## src/rtl/vending_machine_top.sv

```systemverilog
// Soda vending controller: accumulates nickel/dime/quarter credit (held in nickels),
// dispenses one soda when the price is reached and returns change in nickels.
module vending_machine_top #(
    parameter int unsigned PRICE_NICKELS = 4
) (
    input  logic       clk_i,
    input  logic       reset_ni,
    input  logic       nickel_i,
    input  logic       dime_i,
    input  logic       quarter_i,
    output logic       soda_o,
    output logic [2:0] change_o
);

    localparam int unsigned CREDIT_W = 5;
    localparam int unsigned CHANGE_W = 3;

    localparam logic [CREDIT_W-1:0] PRICE        = CREDIT_W'(PRICE_NICKELS);
    localparam logic [CREDIT_W-1:0] NICKEL_VALUE = CREDIT_W'(1);
    localparam logic [CREDIT_W-1:0] DIME_VALUE   = CREDIT_W'(2);
    localparam logic [CREDIT_W-1:0] QUARTER_VALUE = CREDIT_W'(5);

    logic [CREDIT_W-1:0] credit;
    logic [CREDIT_W-1:0] credit_nxt;
    logic [CREDIT_W-1:0] coin_value;
    logic [CREDIT_W-1:0] sum;
    logic                coin_valid;
    logic                soda_nxt;
    logic [CHANGE_W-1:0] change_nxt;

    // Credit and actuator registers; reset forfeits any accumulated credit.
    always_ff @(posedge clk_i or negedge reset_ni) begin
        if (!reset_ni) begin
            credit   <= '0;
            soda_o   <= 1'b0;
            change_o <= '0;
        end else begin
            credit   <= credit_nxt;
            soda_o   <= soda_nxt;
            change_o <= change_nxt;
        end
    end

    // Exactly one coin line high is a valid insertion; anything else is ignored.
    always_comb begin
        coin_valid = 1'b0;
        coin_value = '0;
        unique case ({quarter_i, dime_i, nickel_i})
            3'b001: begin
                coin_valid = 1'b1;
                coin_value = NICKEL_VALUE;
            end
            3'b010: begin
                coin_valid = 1'b1;
                coin_value = DIME_VALUE;
            end
            3'b100: begin
                coin_valid = 1'b1;
                coin_value = QUARTER_VALUE;
            end
            default: begin
                coin_valid = 1'b0;
                coin_value = '0;
            end
        endcase
    end

    // Vend decision: credit stays below price between vends, so change never exceeds 4.
    always_comb begin
        credit_nxt = credit;
        soda_nxt   = 1'b0;
        change_nxt = '0;
        sum        = credit + coin_value;
        if (coin_valid) begin
            if (sum >= PRICE) begin
                soda_nxt   = 1'b1;
                change_nxt = CHANGE_W'(sum - PRICE);
                credit_nxt = '0;
            end else begin
                credit_nxt = sum;
            end
        end
    end

endmodule

```

## config.mk

```make
export PLATFORM = sky130hd
export DESIGN_NAME = vending_machine_top
export DESIGN_NICKNAME = d
export VERILOG_FILES = /design/src/rtl/vending_machine_top.sv
export SDC_FILE = /design/constraint.sdc
export NUM_CORES = 1
export LEC_CHECK = 0
export ABC_AREA = 1
export CAP_MARGIN = 20
export CELL_PAD_IN_SITES_DETAIL_PLACEMENT = 0
export CELL_PAD_IN_SITES_GLOBAL_PLACEMENT = 2
export CORE_MARGIN = 8
export CORE_UTILIZATION = 25
export DETAILED_ROUTE_END_ITERATION = 12
export HOLD_SLACK_MARGIN = 0.1
export PLACE_DENSITY = 0.63
export SLEW_MARGIN = 5
export SYNTH_ARGS = -nofsm -noshare
export SYNTH_HDL_FRONTEND = slang
export SYNTH_SLANG_ARGS = --single-unit
```

## constraint.sdc

```tcl
create_clock -name clk_i -period 4.9 [get_ports clk_i]
set_clock_uncertainty 0.2 [all_clocks]
set_input_delay 0.98 -clock clk_i [delete_from_list [all_inputs] [get_ports clk_i]]
set_output_delay 0.98 -clock clk_i [all_outputs]
set_load 0.01 [all_outputs]
```

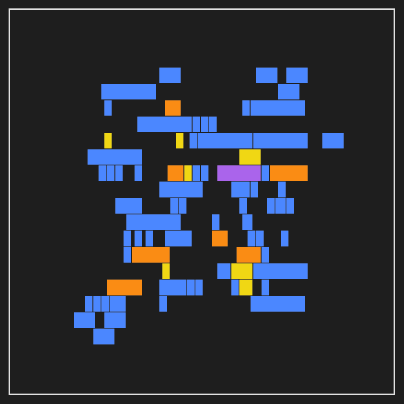
Fig. 1. Cell sizes after repair.
Drawn at 6 px/um.
legend:
  orange:
    size: _3 and _4 cells
    cells: 7
  yellow:
    size: _2 cells
    cells: 7
  purple:
    size: _6 and larger
    cells: 1
  blue:
    size: _0 and _1 cells
    cells: 63

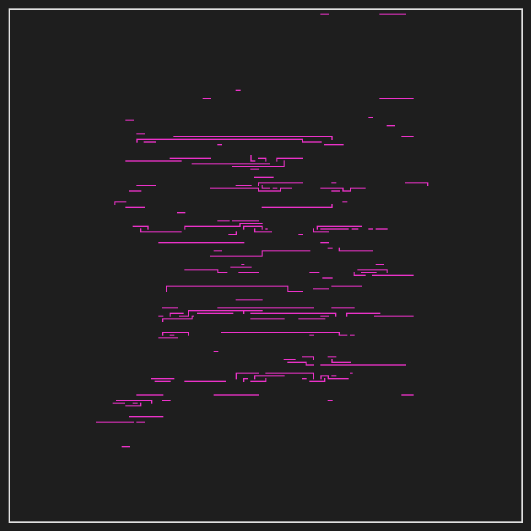
Fig. 2. Met1 routing.
Drawn at 8 px/um.
wire length on this layer: 454 um
longest straight run: 20.7 um
main direction: horizontal
nets with wire on the layer: 78

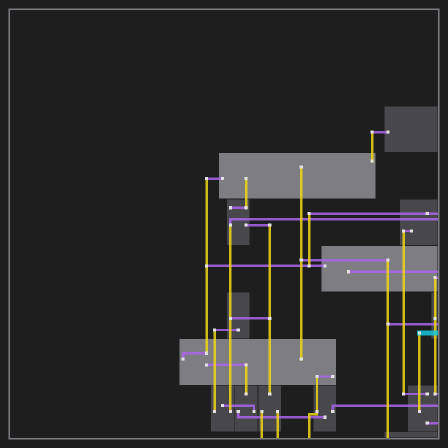
Fig. 3. Layout detail.
Region (3, 35) to (28, 60) um. Cells in gray, sequential cells in the stronger gray; small squares are vias.
legend:
  purple:
    layer: metal 1
  yellow:
    layer: metal 2
  cyan:
    layer: metal 3
cells with their middle in the window: 12
most frequent: nand2_1 (4), dfrtp_1 (3), clkbuf_4 (2)
sequential cells in the window: 3
netlist names of flops here include: credit (2), change_o (1)

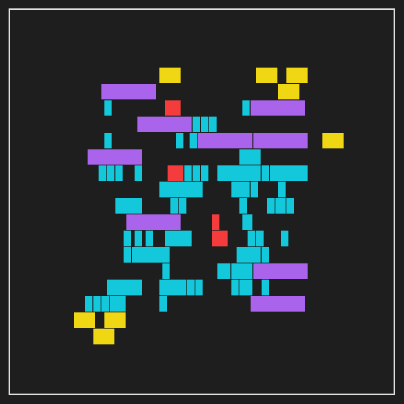
Fig. 4. Cell classes on the final placement.
Drawn at 6 px/um.
legend:
  yellow:
    class: remaining buffers and delay cells
    cells: 8
  red:
    class: clock drivers and dummy loads
    cells: 4
  purple:
    class: sequential cells
    cells: 9
  cyan:
    class: combinational and other logic
    cells: 57

==> impl_metrics.ini <==
; generated from flow reports
[logic_synthesis]
mux_area_frac = 0
top_area_cell = dfrtp_1
logic_family = simple AND/OR/NAND/NOR gates
edf_count = 0
async_flop_share = 1.000
common_cells = 17 x nand2_1, 10 x inv_1, 9 x dfrtp_1, 9 x nor2_1, 4 x inv_2
area_leaders = dfrtp_1 39%, nand2_1 11%, ha_1 6.5%
ys_warn_count = 0
synth-compound-area-share = 0
simple_gate_share = 0.4009
syn_nets = 75
ys_area_sq_um = 574.3
yosys_most_used_dff = dfrtp_1
synth-xor-area-share = 0.01525
synth_seq_share = 0.3922
synthesis.area_sq_um = 574.3
ys.flops = 9

[final_layout]
num-nonclk-buffers = 8
layout_top_cells = 17 x nand2_1, 10 x inv_1, 9 x nor2_1, 9 x dfrtp_1, 8 x clkdlybuf4s50_1
largest_class = combinational gates
lay_top_count = nand2_1
regArea_sq_um = 225.2
postLayoutCoreUtil = 0.3267
fin_area_sq_um = 715.7
final_nets = 88
bufAreaShareNonClock = 0.1119
comb_cells = 43
largest_register = credit
layout-drive-gt1-share = 0.1923
flops = 9
inv_count = 14
seq_area_frac = 0.3147
comb-cell-share = 0.4143
largest_register_ff_count = 5
fill_cells = 237
area_growth_pct = 24.62

[worst_setup_path]
r2r-end = credit[1]
max_stage_delay_ns = 0.48
cp_max_fo = 5
critical_path_class = input pin to flop
crit_start = nickel_i
crit_top_cell = nand2_1
crit_buf_inv = 3
critPathLaunchType = input pin
cp-end-kind = flop
ff2ff_path_depth = 9
crit_slowest_cell = clkdlybuf4s50_1
crit_family = buffers and inverters
r2r_start = credit[0]
cp.depth = 13
worst_ep_required_time_ns = 4.85

[clock_tree]
clock_latency_ns = 0.26
cts-buffers-inserted = 3
cts_sinks = 9
cts_htree_levels = 1
cts_hold_buf = 0
clk_pin_slew_ns = 0.06
post_cts_buffers = 0

[sta]
fin_crit_ns = 3.089
timing.hold.ws_ns = 0.2882
period_used_share = 0.6304
hold_violations = 0
maxSlewHeadroom = 0.7200
setup_violations = 0
tightest_slew_ns = 0.4187
fmax_mhz = 323.7
finalSetupTns_ns = 0
maxSlewViolCount = 0

[route]
firstDrtPassIters = 4
drc = 0
antenna_left = 0
top_layer = met3
via_count = 412
routed_wl_um = 1063
wl_per_cell_um = 10.03
viasPerCell = 3.887
wl_met1_um = 454

[placed_design]
hpwl_um = 891.4
routabilityCongestion = 0.6681
placed_area_sq_um = 689.4
dp_cells = 102
port_buffers = 8
place_worst_setup_slack_ns = 1.514

[global_routing]
grt_overflow_total = 0
grt_use_met3 = 0.01568
grt_max_degree = 10
use_met2 = 0.09536
track_usage = 0.05727
gr-max-usage-layer = met2
grt_pass1_vias = 447
grt_antenna_before_repair = 0

[power_and_ir_drop]
p_per_area_nw_per_um2 = 287.4
top_power_group = registers
p_leak_nw = 0.3781
p_total_mw = 0.2057
p_clk_mw = 0.0593
cell_internal_pwr_mw = 0.1391
pg_comb_mw = 0.0570
ir_drop_mv = 0.1219
clock_power_share = 0.288
pwr-share-comb = 0.277
seq_power_mw = 0.0894

[hold_path]
hp-class = flop to flop
worstHoldPathCells = 2
min_to = credit[0]

[floorplanning]
row_count = 17
die_h_um = 63.93
tapCellCount = 28
io-pin-count = 9

[run]
warnings = 26
cap_violations = 0

[status]
status = finished clean
Power and IR drop assume default switching activity.
